==> run_1/congestion_map.png <==
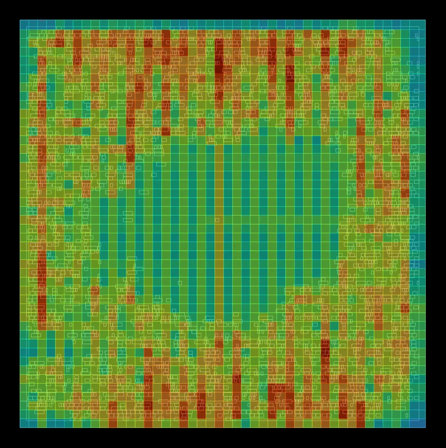
==> run_1/m1.png <==
Scale: 1 px per um. Supply wires on this layer in grey.
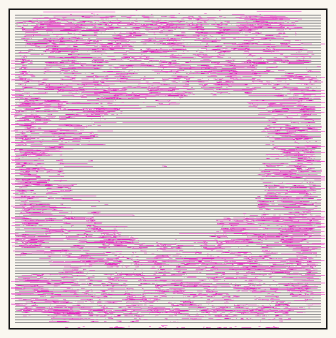
==> run_1/layers.png <==
Scale: 1 px per um. Only two layers are drawn.
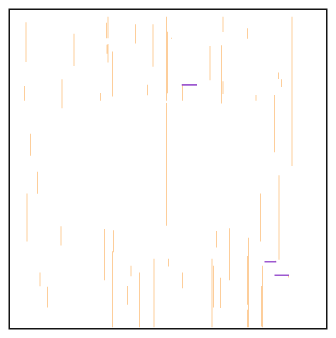
==> run_1/gates.png <==
Scale: 1.5 px per um.
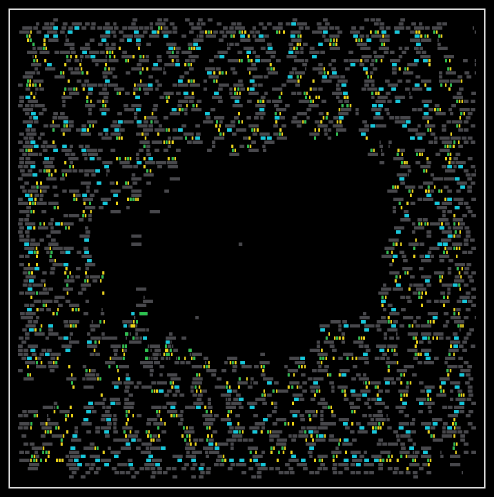
===== src/rtl/operand_collector_unit_if.sv =====
// Handshake and data bundle between one operand-collector slot and the issue/bank/execute paths.
// The master modport is the collector's view of the bundle; the slave modport is the environment's view.
interface operand_collector_unit_if #(
  parameter int unsigned DATA_W = 256,
  parameter int unsigned ROW_W  = 3,
  parameter int unsigned WARP_W = 3
);
  logic              alloc_valid;
  logic              alloc_ready;
  logic [WARP_W-1:0] alloc_warp;
  logic [1:0]        alloc_nsrc;
  logic [ROW_W-1:0]  alloc_src1;
  logic [ROW_W-1:0]  alloc_src2;
  logic [ROW_W-1:0]  alloc_dst;

  logic              req_valid;
  logic              req_ready;
  logic              req_2op;
  logic [ROW_W-1:0]  req_row1;
  logic [ROW_W-1:0]  req_row2;
  logic [3:0]        req_tag1;
  logic [3:0]        req_tag2;

  logic              rsp_valid;
  logic [3:0]        rsp_tag;
  logic [DATA_W-1:0] rsp_data;

  logic              ex_valid;
  logic              ex_ready;
  logic [WARP_W-1:0] ex_warp;
  logic [ROW_W-1:0]  ex_dst;
  logic [DATA_W-1:0] ex_op1;
  logic [DATA_W-1:0] ex_op2;

  logic              err;

  modport master (
    input  alloc_valid, alloc_warp, alloc_nsrc, alloc_src1, alloc_src2, alloc_dst,
    input  req_ready, rsp_valid, rsp_tag, rsp_data, ex_ready,
    output alloc_ready, req_valid, req_2op, req_row1, req_row2, req_tag1, req_tag2,
    output ex_valid, ex_warp, ex_dst, ex_op1, ex_op2, err
  );

  modport slave (
    output alloc_valid, alloc_warp, alloc_nsrc, alloc_src1, alloc_src2, alloc_dst,
    output req_ready, rsp_valid, rsp_tag, rsp_data, ex_ready,
    input  alloc_ready, req_valid, req_2op, req_row1, req_row2, req_tag1, req_tag2,
    input  ex_valid, ex_warp, ex_dst, ex_op1, ex_op2, err
  );
endinterface


===== src/rtl/operand_collector_unit.sv =====
// One operand-collector slot: latches an issued instruction, requests its source rows from the
// RF bank, captures tagged read data and dispatches the complete operand set to execution.
module operand_collector_unit #(
  parameter logic [2:0]  OC_ID  = 3'd0,
  parameter int unsigned DATA_W = 256,
  parameter int unsigned ROW_W  = 3,
  parameter int unsigned WARP_W = 3
) (
  input logic                      clk,
  input logic                      rst,
  operand_collector_unit_if.master bus
);

  typedef enum logic [1:0] {
    S_IDLE,
    S_REQ,
    S_WAIT,
    S_DISP
  } state_t;

  state_t            state;
  logic              req_valid;
  logic              req_2op;
  logic              ex_valid;
  logic              err;
  logic              need2;
  logic              got1;
  logic              got2;
  logic [WARP_W-1:0] warp;
  logic [ROW_W-1:0]  row1;
  logic [ROW_W-1:0]  row2;
  logic [ROW_W-1:0]  dst;
  logic [DATA_W-1:0] op1;
  logic [DATA_W-1:0] op2;

  logic rsp_hit;
  logic rsp_sel;
  logic rsp_ok;
  logic cap1;
  logic cap2;
  logic have_all;

  // A hit that is not acceptable (wrong state, unexpected src2, or repeat) only raises err.
  always_comb begin
    rsp_hit  = bus.rsp_valid && (bus.rsp_tag[3:1] == OC_ID);
    rsp_sel  = bus.rsp_tag[0];
    rsp_ok   = rsp_hit && (state == S_WAIT) && !(rsp_sel && !need2) &&
               !(rsp_sel ? got2 : got1);
    cap1     = rsp_ok && !rsp_sel;
    cap2     = rsp_ok && rsp_sel;
    have_all = (got1 || cap1) && (!need2 || got2 || cap2);
  end

  always_ff @(posedge clk) begin
    if (rst) begin
      state     <= S_IDLE;
      req_valid <= 1'b0;
      req_2op   <= 1'b0;
      ex_valid  <= 1'b0;
      err       <= 1'b0;
      need2     <= 1'b0;
      got1      <= 1'b0;
      got2      <= 1'b0;
      warp      <= '0;
      row1      <= '0;
      row2      <= '0;
      dst       <= '0;
      op1       <= '0;
      op2       <= '0;
    end else begin
      if (rsp_hit && !rsp_ok) begin
        err <= 1'b1;
      end
      case (state)
        S_IDLE: begin
          if (bus.alloc_valid) begin
            warp  <= bus.alloc_warp;
            row1  <= bus.alloc_src1;
            row2  <= bus.alloc_src2;
            dst   <= bus.alloc_dst;
            need2 <= bus.alloc_nsrc[1];
            got1  <= 1'b0;
            got2  <= 1'b0;
            op1   <= '0;
            op2   <= '0;
            if (bus.alloc_nsrc == 2'd0) begin
              state    <= S_DISP;
              ex_valid <= 1'b1;
            end else begin
              state     <= S_REQ;
              req_valid <= 1'b1;
              req_2op   <= bus.alloc_nsrc[1];
            end
          end
        end
        S_REQ: begin
          if (bus.req_ready) begin
            state     <= S_WAIT;
            req_valid <= 1'b0;
          end
        end
        S_WAIT: begin
          if (cap1) begin
            op1  <= bus.rsp_data;
            got1 <= 1'b1;
          end
          if (cap2) begin
            op2  <= bus.rsp_data;
            got2 <= 1'b1;
          end
          // The completing response is captured and the slot advances on the same edge.
          if (have_all) begin
            state    <= S_DISP;
            ex_valid <= 1'b1;
          end
        end
        S_DISP: begin
          if (bus.ex_ready) begin
            state    <= S_IDLE;
            ex_valid <= 1'b0;
          end
        end
        default: begin
          state <= S_IDLE;
        end
      endcase
    end
  end

  assign bus.alloc_ready = (state == S_IDLE);
  assign bus.req_valid   = req_valid;
  assign bus.req_2op     = req_2op;
  assign bus.req_row1    = row1;
  assign bus.req_row2    = row2;
  assign bus.req_tag1    = {OC_ID, 1'b0};
  assign bus.req_tag2    = {OC_ID, 1'b1};
  assign bus.ex_valid    = ex_valid;
  assign bus.ex_warp     = warp;
  assign bus.ex_dst      = dst;
  assign bus.ex_op1      = op1;
  assign bus.ex_op2      = op2;
  assign bus.err         = err;

endmodule


===== src/flat_wrapper.sv =====
// flat-port wrapper written by rule: the top's interface ports become plain ports
module operand_collector_unit_flat 
#(
  parameter logic [2:0]  OC_ID  = 3'd0,
  parameter int unsigned DATA_W = 256,
  parameter int unsigned ROW_W  = 3,
  parameter int unsigned WARP_W = 3
)
  (clk, rst, bus_alloc_valid, bus_alloc_warp, bus_alloc_nsrc, bus_alloc_src1, bus_alloc_src2, bus_alloc_dst, bus_req_ready, bus_rsp_valid, bus_rsp_tag, bus_rsp_data, bus_ex_ready, bus_alloc_ready, bus_req_valid, bus_req_2op, bus_req_row1, bus_req_row2, bus_req_tag1, bus_req_tag2, bus_ex_valid, bus_ex_warp, bus_ex_dst, bus_ex_op1, bus_ex_op2, bus_err);
  operand_collector_unit_if #(.DATA_W(DATA_W), .ROW_W(ROW_W), .WARP_W(WARP_W)) bus_i ();
  input logic clk;
  input logic rst;
  input wire logic [$bits(bus_i.alloc_valid)-1:0] bus_alloc_valid;
  input wire logic [$bits(bus_i.alloc_warp)-1:0] bus_alloc_warp;
  input wire logic [$bits(bus_i.alloc_nsrc)-1:0] bus_alloc_nsrc;
  input wire logic [$bits(bus_i.alloc_src1)-1:0] bus_alloc_src1;
  input wire logic [$bits(bus_i.alloc_src2)-1:0] bus_alloc_src2;
  input wire logic [$bits(bus_i.alloc_dst)-1:0] bus_alloc_dst;
  input wire logic [$bits(bus_i.req_ready)-1:0] bus_req_ready;
  input wire logic [$bits(bus_i.rsp_valid)-1:0] bus_rsp_valid;
  input wire logic [$bits(bus_i.rsp_tag)-1:0] bus_rsp_tag;
  input wire logic [$bits(bus_i.rsp_data)-1:0] bus_rsp_data;
  input wire logic [$bits(bus_i.ex_ready)-1:0] bus_ex_ready;
  output wire logic [$bits(bus_i.alloc_ready)-1:0] bus_alloc_ready;
  output wire logic [$bits(bus_i.req_valid)-1:0] bus_req_valid;
  output wire logic [$bits(bus_i.req_2op)-1:0] bus_req_2op;
  output wire logic [$bits(bus_i.req_row1)-1:0] bus_req_row1;
  output wire logic [$bits(bus_i.req_row2)-1:0] bus_req_row2;
  output wire logic [$bits(bus_i.req_tag1)-1:0] bus_req_tag1;
  output wire logic [$bits(bus_i.req_tag2)-1:0] bus_req_tag2;
  output wire logic [$bits(bus_i.ex_valid)-1:0] bus_ex_valid;
  output wire logic [$bits(bus_i.ex_warp)-1:0] bus_ex_warp;
  output wire logic [$bits(bus_i.ex_dst)-1:0] bus_ex_dst;
  output wire logic [$bits(bus_i.ex_op1)-1:0] bus_ex_op1;
  output wire logic [$bits(bus_i.ex_op2)-1:0] bus_ex_op2;
  output wire logic [$bits(bus_i.err)-1:0] bus_err;
  assign bus_i.alloc_valid = bus_alloc_valid;
  assign bus_i.alloc_warp = bus_alloc_warp;
  assign bus_i.alloc_nsrc = bus_alloc_nsrc;
  assign bus_i.alloc_src1 = bus_alloc_src1;
  assign bus_i.alloc_src2 = bus_alloc_src2;
  assign bus_i.alloc_dst = bus_alloc_dst;
  assign bus_i.req_ready = bus_req_ready;
  assign bus_i.rsp_valid = bus_rsp_valid;
  assign bus_i.rsp_tag = bus_rsp_tag;
  assign bus_i.rsp_data = bus_rsp_data;
  assign bus_i.ex_ready = bus_ex_ready;
  assign bus_alloc_ready = bus_i.alloc_ready;
  assign bus_req_valid = bus_i.req_valid;
  assign bus_req_2op = bus_i.req_2op;
  assign bus_req_row1 = bus_i.req_row1;
  assign bus_req_row2 = bus_i.req_row2;
  assign bus_req_tag1 = bus_i.req_tag1;
  assign bus_req_tag2 = bus_i.req_tag2;
  assign bus_ex_valid = bus_i.ex_valid;
  assign bus_ex_warp = bus_i.ex_warp;
  assign bus_ex_dst = bus_i.ex_dst;
  assign bus_ex_op1 = bus_i.ex_op1;
  assign bus_ex_op2 = bus_i.ex_op2;
  assign bus_err = bus_i.err;
  operand_collector_unit #(.OC_ID(OC_ID), .DATA_W(DATA_W), .ROW_W(ROW_W), .WARP_W(WARP_W)) u_core (.clk(clk), .rst(rst), .bus(bus_i));
endmodule

===== config.mk =====
export PLATFORM = sky130hd
export DESIGN_NAME = operand_collector_unit_flat
export DESIGN_NICKNAME = d
export VERILOG_FILES = /design/src/rtl/operand_collector_unit_if.sv /design/src/rtl/operand_collector_unit.sv /design/src/flat_wrapper.sv
export SDC_FILE = /design/constraint.sdc
export NUM_CORES = 1
export LEC_CHECK = 0
export CORE_AREA = 5 5 311 313
export CTS_BUF_LIST = sky130_fd_sc_hd__clkbuf_4
export DETAILED_ROUTE_END_ITERATION = 12
export DIE_AREA = 0 0 316 318
export PLACE_DENSITY_LB_ADDON = 0.12
export RECOVER_POWER = 25
export SYNTH_ARGS = -nofsm -noshare
export SYNTH_HDL_FRONTEND = slang
export SYNTH_SLANG_ARGS = --single-unit

===== constraint.sdc =====
create_clock -name clk -period 4 [get_ports clk]
set_input_delay 0.6 -clock clk [delete_from_list [all_inputs] [get_ports clk]]
set_output_delay 0.6 -clock clk [all_outputs]
set_load 0.01 [all_outputs]

==> impl_metrics.tcl, run 1 <==
# metrics dict for downstream scripts
set metrics [dict create \
    status "finished, final reports clean" \
    drt_iter0_drc 1035 \
    nets 2974 \
    critPathArrivalTime_ns 4.20 \
    grt_max_degree 192 \
    setup_violations 0 \
    post_cts_buffers 0 \
    root_buffer "clkbuf_4" \
    min_period_ns 3.27 \
    seqCellArea_sq_um 10700 \
    clock_area_share_pct 6.72 \
    startpoint_type "register" \
    max_stage_delay_ns 0.81 \
    layout_worst_path_cycle_share_pct 81.8 \
    synthDistinctLibCells 34 \
    crit_start "u_core.state[0]" \
    fill_cells 9934 \
    worst_slack_ns 0.727 \
    path_clk_slew_ns 0.06 \
    syn_to_final_growth_pct 61.1 \
    core.rowCount 113 \
    min_from "bus_rsp_data[80]" \
    coreArea_sq_um 94000 \
    ys_cells 1872 \
    antenna_cells 13 \
    worst_pin_slew_ns 1.44 \
    crit_family "buffers and inverters" \
    mi_logic_area_sq_um 6670 \
    ys.flops 533 \
    port_buffers 808 \
    crit_chain "inv_1 -> ha_4 -> nor2_1 -> or2_2 -> a21oi_4 -> clkbuf_1 -> buf_12 -> nand3_1 -> a21oi_1" \
    skew_ns 0.0771 \
    post_drt_wl_per_cell_um 21.9 \
    endpoint_kind "register" \
    layout-drive-gt1-share_pct 9.77 \
    comb_cells 1126 \
    slew_headroom_pct 4.00 \
    warning_count 51 \
    hold_viol 0 \
    grt_pass1_wl_um 127000 \
    die_x_um 316 \
    ctsLongestPathBuffers 3 \
    synth.cell_area_sq_um 18500 \
    power_density_nw_per_um2 553 \
    ioPinCount 817 \
    via_per_inst 4.53 \
    clock_buffers 230 \
    dominant_cells "flip-flops and latches" \
    fp_util_pct 19.6 \
    yosysChipArea_sq_um 18500 \
    max_cap_viol_count 0 \
    cts.sinks 533 \
    postSynthCellCount 1872 \
    cts-buffers-inserted 160 \
    power_uw 16400 \
    max_freq_ghz 0.305 \
    seqAreaFraction_pct 35.9 \
    drtPass1Iterations 5 \
    die_area_sq_um 100000 \
    worst-path-buf-inv 3 \
    signal_buffers 863 \
    dp.cells 3761 \
    worst_path_max_delay_cell "clkbuf_1" \
    clock_latency_ns 1.07 \
    yosysSeqAreaShare_pct 57.8 \
    buffer_area_share_pct 29.4 \
    seq_cell_count 533 \
    min_to "u_core.bus.ex_op1[80]" \
    placed_area_sq_um 27400 \
    antenna_found_initial 12 \
    syn_avg_cell_area_sq_um 9.86 \
    inv_count 6 \
    htree_levels 4 \
    yosysWarnings 0 \
    pre_cts_ws_ns 0.744 \
    reg2reg_to "u_core.bus.ex_op1[46]" \
    drc 0 \
    postRouteAntennaNets 0 \
    hold_path_class "in2reg" \
    fin_area_sq_um 29700 \
    crit_type "reg2reg" \
    rsz0062_at_grt "no" \
    max-vdd-ir-drop_mv 0.590 \
    r2r_start "u_core.state[0]" \
    critical_path.endpoint "u_core.bus.ex_op1[46]" \
    required_ns 4.93 \
    reg2reg_depth 9 \
    p_leak_uw 0.0103 \
    min_path_cells 3 \
    tns_ns 0 \
    grt_pass1_vias 18500 \
    die_h_um 318 \
    path_max_fanout 65 \
    tap_cells 1265 \
    cp.depth 9 \
    slew_violations 0 \
    gp_congestion 0.781 \
    globalRouteOverflowTotal 0 \
    cts_tree "yes" \
    place_hpwl_um 60900 \
    rrSetupSlack_ns 0.73 \
]
Back to the opening pictures, congestion_map.png:
GR met3 Demand/Resource: 6.46%
Final Util: 31.6%
Total Routing Usage GR: 16.8%
met1 Track Usage GR: 18.2%

Back to the opening pictures, m1.png:
main direction: horizontal
wire length on this layer: 33.9 mm
share of all routed wire: 38%
longest straight run: 153 um
vias: 18500
drt total wl: 89100 um

Back to the opening pictures, layers.png:
| colour | layer | wire length |
|---|---|---|
| purple | M5 | 36.8 um |
| orange | M4 | 2000 um |

Back to the opening pictures, gates.png:
| colour | family | cells | most used | where |
|---|---|---|---|---|
| green | aoi and oai cells | 285 | a21oi_1 | spread over the die |
| cyan | non-inverting ao/oa cells | 260 | a32o_1 | spread over the die |
| yellow | nand cells | 549 | nand2_1 | spread over the die |
combinational share of cell area: 22.4%
Cell Count, Final, Fillers Out: 4073
most numerous logic cell after layout: clkdlybuf4s50_1

## run 1: Yosys cell counts
cell type / number / area [sq um]
clkbuf_4: 3 / 22.5
nand2_1: 291 / 1090
or2_2: 1 / 6.26
a221oi_1: 1 / 8.76
clkbuf_1: 91 / 342
a21oi_1: 276 / 1380
or3_1: 1 / 6.26
o21ai_0: 3 / 15.0
buf_6: 10 / 113
nand3_2: 1 / 10.0
nand3_1: 256 / 1280
and2_0: 1 / 6.26
nor3b_1: 1 / 7.51
o31a_1: 1 / 8.76
ha_1: 4 / 50.1
nand3b_1: 1 / 7.51
a21oi_2: 1 / 8.76
nor2b_1: 1 / 6.26
a32o_1: 256 / 2560
and3_1: 1 / 6.26
inv_1: 6 / 22.5
dfxtp_1: 533 / 10700
mux2i_1: 1 / 10.0
buf_2: 60 / 300
nor4b_4: 2 / 47.6
o21bai_1: 1 / 7.51
a21o_1: 2 / 15.0
nor2_1: 10 / 37.5
conb_1: 2 / 7.51
a211oi_1: 3 / 22.5
buf_4: 46 / 345
buf_1: 3 / 11.3
a31o_2: 1 / 8.76
and2b_1: 1 / 7.51
## run 1: worst reg2reg max path: stages (launching register included)
cell and delay, ns:
dfxtp_1 0.34, inv_1 0.13, ha_4 0.49, nor2_1 0.13, or2_2 0.35, a21oi_4 0.16, clkbuf_1 0.81, buf_12 0.40
nand3_1 0.21, a21oi_1 0.18
## run 1: cells in the final DEF, fill, tap and decap left out, drive strengths merged, types with 13 or more instances in the layout
cell type / count
clkdlybuf4s50: 693
dfxtp: 533
nand2: 291
a21oi: 277
nand3: 257
a32o: 256
clkbuf: 233
dlygate4sd3: 146
clkinv: 25
buf: 21
diode: 13
## run 1: logic make-up (layout without fill, tap and decap cells)
| logic type | Yosys count | in the layout | synth area share, % |
|---|---|---|---|
| other | 2 | 21 | 0.0407 |
| adders and majority gates | 4 | 4 | 0.271 |
| muxes | 1 | 1 | 0.0542 |
| DFF | 533 | 533 | 57.8 |
| buffers and inverters | 219 | 1136 | 6.26 |
| AOI/OAI and AO/OA | 545 | 545 | 21.9 |
| and+or+nand+nor | 568 | 568 | 13.7 |
## run 1: stage by stage
| step | hold WS, ns | util [%] |
|---|---|---|
| after global routing | 0.00858 | 31.6 |
| after global placement | 0.442 | 29.1 |
| after detailed placement | 0.445 | 29.1 |
| final | 0.177 | 31.6 |
| after floorplan | 0.432 | - |
| after CTS | 0.00135 | 31.6 |
## run 1: state kept, by name, summed over array words and instances, names as in the netlist, 2 cells and up
signal and flops:
u_core.state 2, u_core.bus.ex_warp 3, u_core.bus.req_row1 3, u_core.bus.req_row2 3
u_core.bus.ex_op2 256, u_core.bus.ex_op1 256, u_core.bus.ex_dst 3
## run 1: metal layers
metal / track usage, % / vias up / share of wire (%)
li1: - / 8594 / -
met2: 29.9 / 700 / 51
met5: 0 / - / 0.040
met4: 5.52 / 6 / 2.2
met3: 6.46 / 146 / 8.4
met1: 18.2 / 9007 / 38
## run 1: repair_timing
action                    CTS  global route
hold buffers               32             0
gates resized               0             0
hold endpoints to repair   58             0
## run 1: power breakdown
group	internal [uW]	leakage [uW]	switching, uW
Clock	2870	0.00118	2480
Sequential	5630	0.00430	166
Combinational	1460	0.00482	3840
Total	9960	0.0103	6490
==> run_1/closeup.png <==
Window x 143 to 173, y 208 to 238 um. Cells in grey, sequential cells in the stronger grey; small squares are vias.
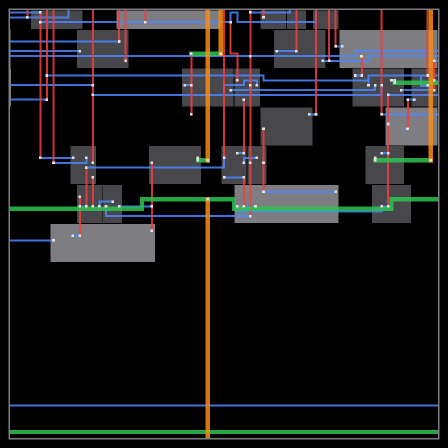

--- run 2 (diff from run 1) ---
==> constraint.sdc (replaced) <==
create_clock -name clk -period 3.2 [get_ports clk]
set_input_delay 0.48 -clock clk [delete_from_list [all_inputs] [get_ports clk]]
set_output_delay 0.48 -clock clk [all_outputs]
set_load 0.01 [all_outputs]
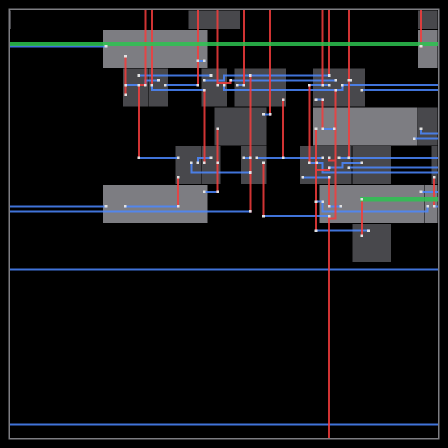
(run_2/closeup.png)
Window x 143 to 173, y 208 to 238 um. Cells in grey, sequential cells in the stronger grey; small squares are vias.
| colour | layer |
|---|---|
| red | M2 |
| blue | M1 |
| green | M3 |
cells with their middle in the window: 16
most frequent: dfxtp_1 (4)
netlist names of flops here include: u_core.bus.ex_op1 (2), u_core.bus.ex_op2 (2)
sequential cells in the window: 4

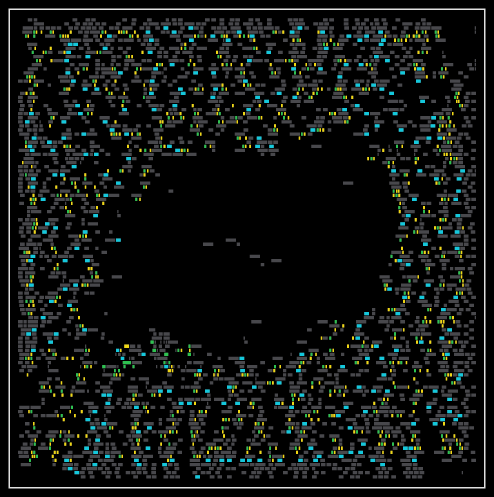
(run_2/gates.png)
Scale: 1.5 px per um.
Cell Count, Final, Fillers Out: 4303
combinational share of cell area: 20.8%

==> run 2 against run 1 <==
Effect of this change: clock power increased by 21%; global-route usage increased by 0.59 points; critical path depth unchanged; setup slack got worse by 0.45 ns; clock skew decreased by 0.0036 ns; non-clock buffer count increased by 244; worst hold slack improved by 0.020 ns; utilization increased by 2.5 points; critical endpoint is now u_core.bus.ex_op1[205].
==> impl_metrics.tcl, run 2 <==
# metrics dict for downstream scripts
set metrics [dict create \
    routed_wl_um 91200 \
    core.rowCount 113 \
    path_clk_slew_ns 0.06 \
    ys.flops 533 \
    skew_ns 0.0734 \
    flop_cell "dfxtp_1" \
    syn_to_final_growth_pct 73.8 \
    grtUsageTotal_pct 17.4 \
    grt_pass1_wl_um 133000 \
    path_max_fanout 113 \
    r2r_start "u_core.state[0]" \
    antenna_found_initial 8 \
    power_uw 20800 \
    layout-drive-gt1-share_pct 9.29 \
    die_h_um 318 \
    layout_worst_path_cycle_share_pct 91.2 \
    synthDistinctLibCells 34 \
    max-vdd-ir-drop_mv 0.716 \
    drc 0 \
    setup_violations 0 \
    post-route-util_pct 34.1 \
    die_x_um 316 \
    via_per_inst 4.45 \
    die_area_sq_um 100000 \
    p_leak_uw 0.0113 \
    compound_area_share_pct 21.9 \
    mux_area_share_pct 0.0542 \
    max_cap_viol_count 0 \
    fp_util_pct 19.6 \
    vias 19200 \
    min_path_cells 3 \
    yosysSeqAreaShare_pct 57.8 \
    htree_levels 4 \
    synth.cell_area_sq_um 18500 \
    globalRouteOverflowTotal 0 \
    critPathArrivalTime_ns 3.81 \
    startpoint_type "register" \
    worst_pin_slew_ns 1.28 \
    postRouteAntennaNets 0 \
    ys_top_cells_by_count "dfxtp_1 (533), nand2_1 (291), a21oi_1 (276)" \
    ioPinCount 817 \
    top_area_share_pct 57.8 \
    postSynthCellCount 1872 \
    yosysWarnings 0 \
    syn_avg_cell_area_sq_um 9.86 \
    port_buffers 808 \
    dp.cells 3779 \
    crit_type "reg2reg" \
    post_drt_wl_per_cell_um 21.2 \
    cts_tree "yes" \
    final_layout_top_logic_cells "clkdlybuf4s50_1 (679), dfxtp_1 (533), dlygate4sd3_1 (386), nand2_1 (291), a21oi_1 (276)" \
    lay_top_count "clkdlybuf4s50_1" \
    drt_iter0_drc 1306 \
    yosysChipArea_sq_um 18500 \
    drtPass1Iterations 5 \
    slew_headroom_pct 14.4 \
    coreArea_sq_um 94000 \
    endpoint_kind "register" \
    cts.sinks 533 \
    min_from "bus_alloc_warp[0]" \
    synth.area.top_cells "dfxtp_1 (58%), a32o_1 (14%), a21oi_1 (7.5%), nand3_1 (6.9%), nand2_1 (5.9%)" \
    place_hpwl_um 62700 \
    max_freq_ghz 0.343 \
    top_logic_kind "AND-OR/OR-AND gates" \
    top_area_cell "dfxtp_1" \
    ctsLongestPathBuffers 3 \
    power_density_nw_per_um2 648 \
    root_buffer "clkbuf_4" \
    ys_cells 1872 \
    required_ns 4.09 \
    grt_max_degree 196 \
    hold_path_class "in2reg" \
    gp_congestion 0.794 \
    reg2reg_depth 9 \
    cts-buffers-inserted 159 \
    grt_pass1_vias 19700 \
    slew_violations 0 \
    clock_latency_ns 1.02 \
    xor_share_pct 0 \
    synth-edff-count 0 \
    min_to "u_core.bus.ex_warp[0]" \
    rsz0062_at_grt "no" \
    tns_ns 0 \
    post_cts_buffers 0 \
    simple_gate_area_share_pct 13.7 \
    synth-async-reset-ratio_pct 0 \
    rrSetupSlack_ns 0.28 \
    status "finished, final reports clean" \
    yosysMostFrequentCell "dfxtp_1" \
    fa_ha_area_share_pct 0.271 \
    min_period_ns 2.92 \
    warning_count 40 \
    hold_viol 0 \
    nets 3217 \
    reg2reg_to "u_core.bus.ex_op1[205]" \
]
[run 2: how the worst max path moves through the flow]
stage	startpoint	end	slack [ns]	cells after the start
finish	u_core.state[0]	u_core.bus.ex_op1[205]	0.28	9
global placement	bus_rsp_tag[1]	u_core.bus.ex_op1[178]	0.28	8
floorplan	u_core.state[0]	u_core.bus.ex_op1[216]	1.01	11
detailed placement	bus_rsp_tag[1]	u_core.bus.ex_op1[178]	0.25	8
CTS	u_core.state[0]	bus_alloc_ready	0.06	3
global route	u_core.state[0]	bus_alloc_ready	0.08	3
[run 2: final cells by class]
| cell class | instances | area [sq um] |
|---|---|---|
| fillers | 9752 | 61900 |
| repair buffers | 1107 | 11200 |
| flip-flops and latches | 533 | 10700 |
| multi-input cells | 1126 | 6670 |
| clock buffers | 224 | 1680 |
| well taps | 1265 | 1580 |
| clock inverters | 38 | 251 |
| inverters | 6 | 22.5 |
| diodes | 4 | 10.0 |
[run 2: what timing repair did]
item,CTS,global route
hold buffers,258,0
hold endpoints to repair,474,0
gates resized,0,0
[run 2: worst max-delay path, stage by stage (launching register included)]
cell           delay [ns]
dfxtp_1              0.38
inv_1                0.09
ha_1                 0.30
and2b_1              0.21
or2_2                0.34
a21o_1               0.31
buf_12               0.24
nand2_1              0.18
a21oi_1              0.07
dlygate4sd3_1        0.56
[run 2: cells by family (layout without fill, tap and decap cells)]
| kind of cell | after synthesis | in the layout |
|---|---|---|
| muxes | 1 | 1 |
| and+or+nand+nor | 568 | 568 |
| AOI/OAI and AO/OA | 545 | 545 |
| adders and majority gates | 4 | 4 |
| buffers and inverters | 219 | 1375 |
| DFF | 533 | 533 |
| other | 2 | 12 |
[run 2: power by group]
group,internal [uW],switching [uW]
Combinational,2160,4890
Sequential,7040,206
Clock,3430,3050
Total,12600,8160
[run 2: stage by stage]
| stage | worst slack [ns] | area, sq um | hold slack (ns) |
|---|---|---|---|
| final | 0.281 | 32100 | 0.197 |
| after global routing | 0.0798 | 32100 | 0.0376 |
| after CTS | 0.0592 | 32100 | 0.00306 |
| after detailed placement | 0.250 | 27600 | 0.445 |
| after global placement | 0.277 | 27600 | 0.441 |
| after floorplan | 1.01 | 18500 | 0.432 |
[run 2: per-layer routing]
metal	share of wire, %	wire (um)	vias up	track usage, %
met2	50	45800	740	30.2
met4	3.7	3350	4	7.58
met1	38	34200	9185	19.0
met3	8.5	7780	168	6.32
li1	-	-	9053	-
met5	0.025	23	-	0
--- run 3 (diff from run 2) ---
--- a/config.mk
+++ b/config.mk
@@ -11,6 +11,7 @@
 export DIE_AREA = 0 0 316 318
 export PLACE_DENSITY_LB_ADDON = 0.12
 export RECOVER_POWER = 25
+export SLEW_MARGIN = 10
 export SYNTH_ARGS = -nofsm -noshare
 export SYNTH_HDL_FRONTEND = slang
 export SYNTH_SLANG_ARGS = --single-unit
==> run 3 against run 2 <==
Effect of this change: design area is the same; synthesized cell count is the same; total power unchanged; largest cell class unchanged; critical endpoint unchanged; sequential share of layout area is the same.
==> impl_metrics.tcl, run 3 <==
# metrics dict for downstream scripts
set metrics [dict create \
    top_area_cell "dfxtp_1" \
    min_to "u_core.bus.ex_warp[0]" \
    top_area_share_pct 57.8 \
    drtPass1Iterations 5 \
    min_path_cells 3 \
    die_area_sq_um 100000 \
    globalRouteOverflowTotal 0 \
    whs_ns 0.197 \
    via_per_inst 4.45 \
    min_period_ns 2.92 \
    pre_cts_ws_ns 0.250 \
    hold_path_class "in2reg" \
    grt_pass1_wl_um 133000 \
    grt_pass1_vias 19700 \
    gp_congestion 0.794 \
    grtUsageTotal_pct 17.4 \
    crit_family "buffers and inverters" \
    post_drt_wl_per_cell_um 21.2 \
    htree_levels 4 \
    path_max_fanout 113 \
    die_h_um 318 \
    status "finished, final reports clean" \
    lay_top_count "clkdlybuf4s50_1" \
    crit_chain "inv_1 -> ha_1 -> and2b_1 -> or2_2 -> a21o_1 -> buf_12 -> nand2_1 -> a21oi_1 -> dlygate4sd3_1" \
    worst-path-buf-inv 3 \
    die_x_um 316 \
    reg2reg_depth 9 \
    tns_ns 0 \
    power.internal_uw 12600 \
    drc 0 \
    routed_wl_um 91200 \
    synth.cell_area_sq_um 18500 \
    core.rowCount 113 \
    ys_cells 1872 \
    required_ns 4.09 \
    yosysWarnings 0 \
    place_hpwl_um 62700 \
    fill_cells 9752 \
    cts_hold_buffers 258 \
    power_density_nw_per_um2 648 \
    layout-drive-gt1-share_pct 9.29 \
    cts.sinks 533 \
    critPathArrivalTime_ns 3.81 \
    syn_to_final_growth_pct 73.8 \
    port_buffers 808 \
    slew_headroom_pct 14.4 \
    worst_slack_ns 0.281 \
    min_from "bus_alloc_warp[0]" \
    nets 3217 \
    slew_violations 0 \
    path_clk_slew_ns 0.06 \
    ctsResizeCount 0 \
    switching_power_uw 8160 \
    cts_tree "yes" \
    startpoint_type "register" \
    r2r_start "u_core.state[0]" \
    endpoint_kind "register" \
    synth.area.top_cells "dfxtp_1 (58%), a32o_1 (14%), a21oi_1 (7.5%), nand3_1 (6.9%), nand2_1 (5.9%)" \
    rsz0062_at_grt "no" \
    rrSetupSlack_ns 0.28 \
    post_cts_buffers 0 \
    layout_worst_path_cycle_share_pct 91.2 \
    drt_iter0_drc 1306 \
    p_leak_uw 0.0113 \
    vias 19200 \
    reg2reg_to "u_core.bus.ex_op1[205]" \
    crit_type "reg2reg" \
    root_buffer "clkbuf_4" \
    flop_cell "dfxtp_1" \
    skew_ns 0.0734 \
    synth-edff-count 0 \
    yosysSeqAreaShare_pct 57.8 \
    coreArea_sq_um 94000 \
    ioPinCount 817 \
    p_seq_share_pct 34.8 \
    ys_top_cells_by_count "dfxtp_1 (533), nand2_1 (291), a21oi_1 (276)" \
    yosysMostFrequentCell "dfxtp_1" \
    worst_path_max_delay_cell "dlygate4sd3_1" \
    fp_util_pct 19.6 \
    final_layout_top_logic_cells "clkdlybuf4s50_1 (679), dfxtp_1 (533), dlygate4sd3_1 (386), nand2_1 (291), a21oi_1 (276)" \
    grt_max_degree 196 \
    syn_avg_cell_area_sq_um 9.86 \
    worst_pin_slew_ns 1.28 \
    warning_count 40 \
    switching_share_pct 39.2 \
    p_clk_share_pct 31.2 \
    max_stage_delay_ns 0.56 \
    clock_latency_ns 1.02 \
    max-vdd-ir-drop_mv 0.716 \
    ys.flops 533 \
    antenna_found_initial 8 \
    postRouteAntennaNets 0 \
    max_cap_viol_count 0 \
    synthDistinctLibCells 34 \
    yosysChipArea_sq_um 18500 \
    setup_violations 0 \
    synth-async-reset-ratio_pct 0 \
    hold_viol 0 \
    postSynthCellCount 1872 \
    cts-buffers-inserted 159 \
    power_frac_comb_pct 33.9 \
    max_freq_ghz 0.343 \
    ctsLongestPathBuffers 3 \
]
[run 3: cells by family after synthesis]
kind of cell | Yosys count | synth area share (%)
buffers and inverters | 219 | 6.26
flip-flops | 533 | 57.8
AND/OR/NAND/NOR | 568 | 13.7
AND-OR/OR-AND | 545 | 21.9
other | 2 | 0.0407
adder cells (fa/ha/maj) | 4 | 0.271
multiplexers | 1 | 0.0542
[run 3: area by class of cell]
type	count	area, sq um	area share (%)
antenna	4	10.0	0.0312
clock buffer	224	1680	5.24
clock inverter	38	251	0.784
inverter	6	22.5	0.0702
multi-input combinational	1126	6670	20.8
sequential	533	10700	33.3
tap	1265	1580	4.94
timing repair buffer	1107	11200	34.9
[run 3: stage by stage]
stage | cells | power [uW] | utilization (%) | area, sq um
global placement | 3779 | 14400 | 29.4 | 27600
finish | 4303 | 20800 | 34.1 | 32100
detailed placement | 3779 | 14400 | 29.4 | 27600
CTS | 4299 | 21400 | 34.2 | 32100
global route | 4303 | 22100 | 34.1 | 32100
floorplan | 1878 | 11300 | - | 18500
[run 3: tightest hold or removal path: stages]
cell and delay, ns:
clkdlybuf4s50_1 0.48, nand2_1 0.09, a21oi_1 0.06
[run 3: worst max path at each step]
stage	startpoint	endpoint	slack, ns	depth (start not counted)
after global routing	u_core.state[0]	bus_alloc_ready	0.08	3
after detailed placement	bus_rsp_tag[1]	u_core.bus.ex_op1[178]	0.25	8
final	u_core.state[0]	u_core.bus.ex_op1[205]	0.28	9
after floorplan	u_core.state[0]	u_core.bus.ex_op1[216]	1.01	11
after CTS	u_core.state[0]	bus_alloc_ready	0.06	3
after global placement	bus_rsp_tag[1]	u_core.bus.ex_op1[178]	0.28	8
[run 3: per-layer routing]
layer  vias to the layer above  track usage, %  share of wire (%)
met5                         -               0              0.025
met4                         4            7.58                3.7
met3                       168            6.32                8.5
met2                       740            30.2                 50
met1                      9185            19.0                 38
li1                       9053               -                  -
[run 3: power by group through the flow]
| stage | clock (uW) | combinational, uW | sequential, uW |
|---|---|---|---|
| 2_1_floorplan | 0 | 3770 | 7540 |
| 3_3_place_gp | 0 | 6970 | 7380 |
| 3_5_place_dp | 0 | 7020 | 7390 |
| 4_1_cts | 6860 | 7330 | 7250 |
| 5_1_grt | 7220 | 7620 | 7290 |
| 6_report | 6490 | 7060 | 7240 |
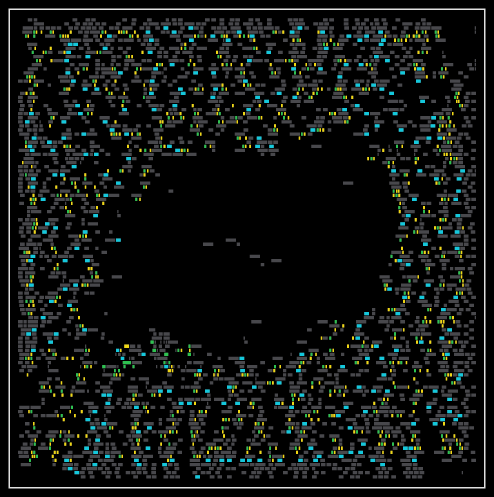
(run_3/gates.png)
Scale: 1.5 px per um.
| colour | family | cells | most used | where |
|---|---|---|---|---|
| cyan | non-inverting ao/oa cells | 260 | a32o_1 | spread over the die |
| green | aoi and oai cells | 285 | a21oi_1 | spread over the die |
| yellow | nand cells | 549 | nand2_1 | spread over the die |

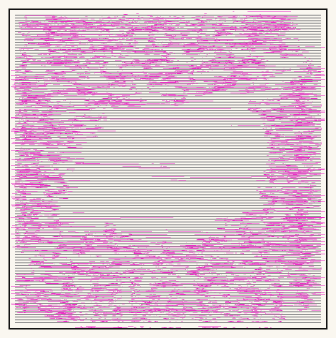
(run_3/m1.png)
Scale: 1 px per um. Supply wires on this layer in grey.
wire length on this layer: 34.2 mm
longest straight run: 157 um

No activity file was given, so power comes from the tool's default toggle rates.
